### src/rtl/led_target_ctrl.sv
// led_target_ctrl: lights requested targets for a level-dependent lifetime, scores hits, counts misses, ends the game.
// Optional `TARGET_PENALTY_EN: wrong hits also add to misses.
module led_target_ctrl #(
    parameter int LED_COUNT  = 18,
    parameter int IDX_W      = $clog2(LED_COUNT),
    parameter int LIFE0      = 50_000_000,
    parameter int LIFE1      = 20_000_000,
    parameter int LIFE2      = 10_000_000,
    parameter int MAX_MISSES = 5
) (
    input  logic                 clk,
    input  logic                 rst,
    input  logic                 start,
    input  logic [1:0]           level,
    input  logic                 led_request,
    input  logic [IDX_W-1:0]     led_index,
    input  logic                 hit_valid,
    input  logic [IDX_W-1:0]     hit_index,
    output logic [LED_COUNT-1:0] leds,
    output logic                 hit_pulse,
    output logic                 miss_pulse,
    output logic                 wrong_pulse,
    output logic [15:0]          score,
    output logic [7:0]           misses,
    output logic                 game_over
);
    typedef enum logic [1:0] {IDLE, RUN, OVER} state_t;
    state_t                      r_state;
    logic [LED_COUNT-1:0][31:0]  r_life;
    logic [LED_COUNT-1:0]        w_req_sel, w_hit_sel, w_expire, w_set;
    logic                        w_hit_ok, w_wrong;
    logic [31:0]                 w_load;
    logic [9:0]                  w_add, w_sum;
    logic [7:0]                  w_misses_nx;

    always_comb begin
        w_load = (level == 2'd1) ? 32'(LIFE1) : (level == 2'd2) ? 32'(LIFE2) : 32'(LIFE0);
        w_hit_sel = '0;
        w_req_sel = '0;
        w_expire = '0;
        for (int i = 0; i < LED_COUNT; i++) begin
            w_hit_sel[i] = hit_valid && hit_index == IDX_W'(i);
            w_req_sel[i] = led_request && led_index == IDX_W'(i);
        end
        w_hit_ok = |(w_hit_sel & leds);
        w_wrong = hit_valid && !w_hit_ok;
        w_set = w_req_sel & ~leds;
        // a hit landing on the final lifetime cycle wins over the expiry
        for (int i = 0; i < LED_COUNT; i++)
            w_expire[i] = leds[i] && r_life[i] == 32'd1 && !w_hit_sel[i];
`ifdef TARGET_PENALTY_EN
        w_add = 10'(w_wrong);
`else
        w_add = '0;
`endif
        for (int i = 0; i < LED_COUNT; i++)
            w_add = w_add + 10'(w_expire[i]);
        w_sum = 10'(misses) + w_add;
        w_misses_nx = (w_sum >= 10'(MAX_MISSES)) ? 8'(MAX_MISSES) : w_sum[7:0];
    end

    always_ff @(posedge clk or posedge rst) begin
        if (rst) begin
            r_state     <= IDLE;
            r_life      <= '0;
            leds        <= '0;
            score       <= '0;
            misses      <= '0;
            hit_pulse   <= 1'b0;
            miss_pulse  <= 1'b0;
            wrong_pulse <= 1'b0;
            game_over   <= 1'b0;
        end else begin
            hit_pulse   <= 1'b0;
            miss_pulse  <= 1'b0;
            wrong_pulse <= 1'b0;
            if (start) begin
                r_state   <= RUN;
                r_life    <= '0;
                leds      <= '0;
                score     <= '0;
                misses    <= '0;
                game_over <= 1'b0;
            end else if (r_state == RUN && misses >= 8'(MAX_MISSES)) begin
                r_state   <= OVER;
                r_life    <= '0;
                leds      <= '0;
                game_over <= 1'b1;
            end else if (r_state == RUN) begin
                for (int i = 0; i < LED_COUNT; i++)
                    r_life[i] <= w_set[i] ? w_load : leds[i] ? r_life[i] - 32'd1 : r_life[i];
                leds        <= w_set | (leds & ~w_hit_sel & ~w_expire);
                score       <= score + 16'(w_hit_ok && score != 16'hFFFF);
                misses      <= w_misses_nx;
                hit_pulse   <= w_hit_ok;
                miss_pulse  <= |w_expire;
                wrong_pulse <= w_wrong;
            end
        end
    end
endmodule

### config.mk
export PLATFORM = sky130hd
export DESIGN_NAME = led_target_ctrl
export DESIGN_NICKNAME = d
export VERILOG_FILES = /design/src/rtl/led_target_ctrl.sv
export SDC_FILE = /design/constraint.sdc
export NUM_CORES = 2
export LEC_CHECK = 0
export CORE_UTILIZATION = 69
export DETAILED_ROUTE_END_ITERATION = 16
export PLACE_DENSITY = 0.95
export SKIP_LAST_GASP = 1
export SYNTH_ARGS = -nofsm -noshare
export SYNTH_HDL_FRONTEND = slang
export SYNTH_SLANG_ARGS = --single-unit
### constraint.sdc
create_clock -name clk -period 51.4 [get_ports clk]
set_input_delay 7.71 -clock clk [delete_from_list [all_inputs] [get_ports clk]]
set_output_delay 7.71 -clock clk [all_outputs]
set_load 0.005 [all_outputs]
==> flow_summary.yaml <==
# implementation run metrics
status:
  run_status: "completed"
setup_path:
  cp_num_buf_inv: 2
  rr_startpoint: "r_life[154]"
  crit_required_ns: 51.95
  timing.setup.critical_path_class: "input pin to register"
  worst_path_max_delay_cell: "sky130_fd_sc_hd__clkdlybuf4s50_1"
  crit_family: "adder cells"
  timing.critical_path.to_type: "register"
  crit_path_max_incr_delay_ns: 0.76
  r2r_setup_slack_ns: 44.10
  worst_r2r_endpoint: "misses[1]"
  reg2regPathDepth: 17
worst_hold_path:
  min_delay_path_depth: 1
  hp-class: "register to register"
place:
  detailed_place_hpwl_um: 82100
  dp_cells: 5311
  dpl_worst_slack_ns: 37.08
  port_buffers: 62
final_timing:
  timing.final.crit_period_ns: 13.79
  report.final.slew_viol_count: 0
  final.hold.worst_slack_ns: 0.474
  worst-slew-pin-transition_ns: 1.37
  grt_setup_unrepaired: "no"
  fin_ws_ns: 37.61
  max_freq_mhz: 72.5
  finalSetupTns_ns: 0
  setup_viol: 0
  min_period_over_period_pct: 26.8
cts:
  total_cts_buffers: 67
  cts_post_setup_buffers_inserted: 0
  post_cts_hold_buffer_count: 0
  post_cts.resized_instances: 0
  cts.sink_count: 623
  clockRootBuffer: "sky130_fd_sc_hd__clkbuf_16"
  tritoncts: "yes"
  cts_max_level: 3
  clk-insertion-delay-late_ns: 0.63
synthesis:
  postSynth.topFlopCell: "sky130_fd_sc_hd__dfrtp_1"
  enable_flop_cells: 0
  fp_nets: 4744
  mappedNetlistArea_um2: 38400
  async_reset_ff_share_pct: 100
  synth-area-yosys_um2: 38400
  ys_seq_share_pct: 40.6
  topCellsByArea: "sky130_fd_sc_hd__dfrtp_1 41%, sky130_fd_sc_hd__o21ai_0 8.7%, sky130_fd_sc_hd__nor2_1 5.4%"
  ys.warnings.count: 0
  yosysUniqueCellTypes: 106
  post-synth-top-area-fraction_pct: 40.6
  ys_cells: 4660
  ff_latch_count_synth: 623
  syn_avg_cell_area_um2: 8.23
flow_run:
  tool_warnings: 52
  drv_cap: 0
power:
  p_clk_share_pct: 22.7
  power.switching_fraction_pct: 44.5
  reported_sequential_group_power_w: 0.000762
  power_leakage_nw: 17.7
  seq_power_share_pct: 34.0
  finalPower_w: 0.00224
  p_sw_w: 0.000998
  comb_power_share_pct: 43.3
  top_power_group: "combinational logic"
  power.ir.vdd_worst_mv: 0.0547
finish:
  logic_area_um2: 21500
  fill_cells: 3722
  final_layout_top_logic_cells: "667 x sky130_fd_sc_hd__o21ai_0, 623 x sky130_fd_sc_hd__dfrtp_1, 554 x sky130_fd_sc_hd__nor2_1, 349 x sky130_fd_sc_hd__a21oi_1, 334 x sky130_fd_sc_hd__nand2_1"
  layout_top_cell: "sky130_fd_sc_hd__o21ai_0"
  seqCellArea_um2: 15600
  area_delta_synth_final_pct: 9.64
  drive_gt1_share_pct: 6.45
  reg_top3: "r_life x576, leds x18, score x16"
  layout.cell_area.non_filler_um2: 42100
  max_flop_register: "r_life"
  finish.net_count: 4716
die:
  ios: 63
  fp_util_pct: 69.8
  dieWidth_um: 238
  overall_chip_area_um2: 56600
  chipHeight_um: 238
global_routing:
  grt_antenna_before_repair: 4
  grt_pass1_wl_um: 203000
  largest_net_degree_at_the_start_of_global_routing: 175
  met3_usage_pct: 14.9
  globalRoute.totalOverflow: 0
route:
  post-route-drc-count: 0
  dr.pass1.iters: 9
  met2RoutedLength_um: 54900
  highest_layer: "met5"
  drtAntennaViolNets: 0
  wl_final_um: 128000
[kinds of logic after synthesis]
family | Yosys count | synth area share, %
xor gates and xnor gates | 96 | 2.19
and+or+nand+nor | 1909 | 25.6
adders and majority gates | 67 | 2.44
AOI/OAI and AO/OA | 1578 | 24.9
DFF | 623 | 40.6
buffers and inverters | 372 | 3.79
muxes | 15 | 0.398
[cell usage after synthesis (38+ instances only)]
cell	instances
sky130_fd_sc_hd__a21oi_1	349
sky130_fd_sc_hd__a31oi_1	114
sky130_fd_sc_hd__clkbuf_1	184
sky130_fd_sc_hd__dfrtp_1	623
sky130_fd_sc_hd__ha_1	54
sky130_fd_sc_hd__inv_1	133
sky130_fd_sc_hd__nand2_1	336
sky130_fd_sc_hd__nand3_1	115
sky130_fd_sc_hd__nand4_1	62
sky130_fd_sc_hd__nor2_1	557
sky130_fd_sc_hd__nor3_1	273
sky130_fd_sc_hd__nor4_1	158
sky130_fd_sc_hd__o21ai_0	667
sky130_fd_sc_hd__o22a_1	38
sky130_fd_sc_hd__o31ai_1	69
sky130_fd_sc_hd__or3_1	88
sky130_fd_sc_hd__or4_1	55
sky130_fd_sc_hd__xnor2_1	53
sky130_fd_sc_hd__xor2_1	43
[cell type report]
type | count | area share [%]
flip-flops and latches | 623 | 37.1
clock buffers | 105 | 4.91
multi-input cells | 3665 | 51.2
diodes | 3 | 0.0178
repair buffers | 141 | 2.91
inverters | 134 | 1.21
well taps | 748 | 2.22
clock inverters | 13 | 0.476
[worst max path at each step]
stage	startpoint	end	slack, ns	depth (start not counted)
finish	hit_valid	misses[1]	37.61	18
floorplan	rst	game_over	26.24	1
global route	hit_valid	misses[1]	37.24	18
CTS	hit_valid	misses[1]	37.69	18
detailed placement	hit_valid	misses[1]	37.08	18
global placement	hit_valid	misses[1]	37.18	18
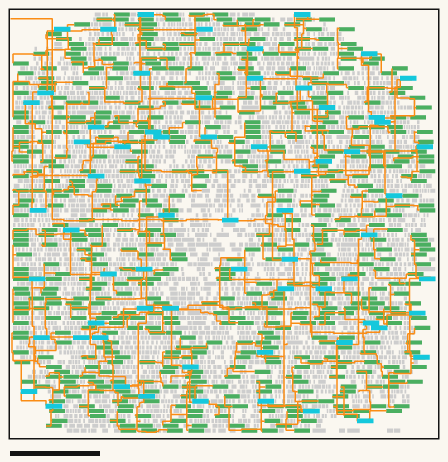
Fig. 1. Clock network drawn from the DEF.
The bar under the picture is 50 um long.
- clock wires: orange (length 8000 um)
- clock-net drivers: cyan (count 67)
- flip-flops: green (count 623)
- routed clock nets: 68
- flops lie: spread over the die

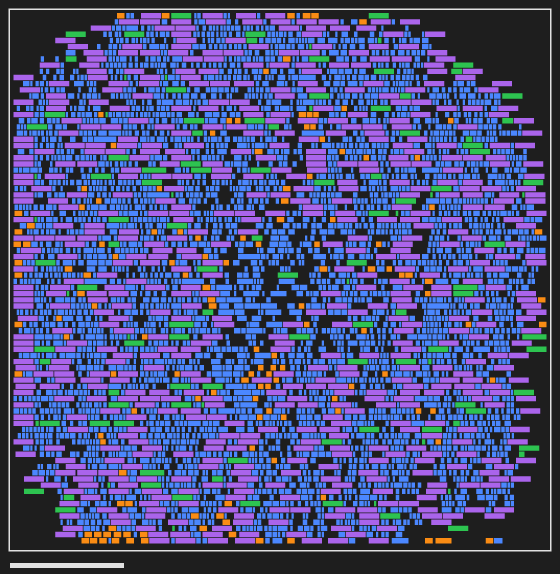
Fig. 2. Placement by cell class.
The bar under the picture is 50 um long.
- remaining logic cells: blue (cells 3799; share of their area 54%)
- remaining buffers and delay cells: orange (cells 141; share of their area 3.0%)
- clock drivers and dummy loads: green (cells 118; share of their area 5.5%)
- registers: purple (cells 623; share of their area 38%)

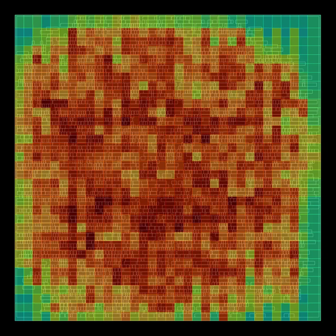
Fig. 3. Track usage over the die.
total routing usage reported by global routing: 44.9%
core occupancy in the finished layout: 76.5%
Global Route met1 Usage: 55.9%
Avg WL per Cell: 23.6 um
grt met2 use: 66.9%

Power and IR drop assume default switching activity.
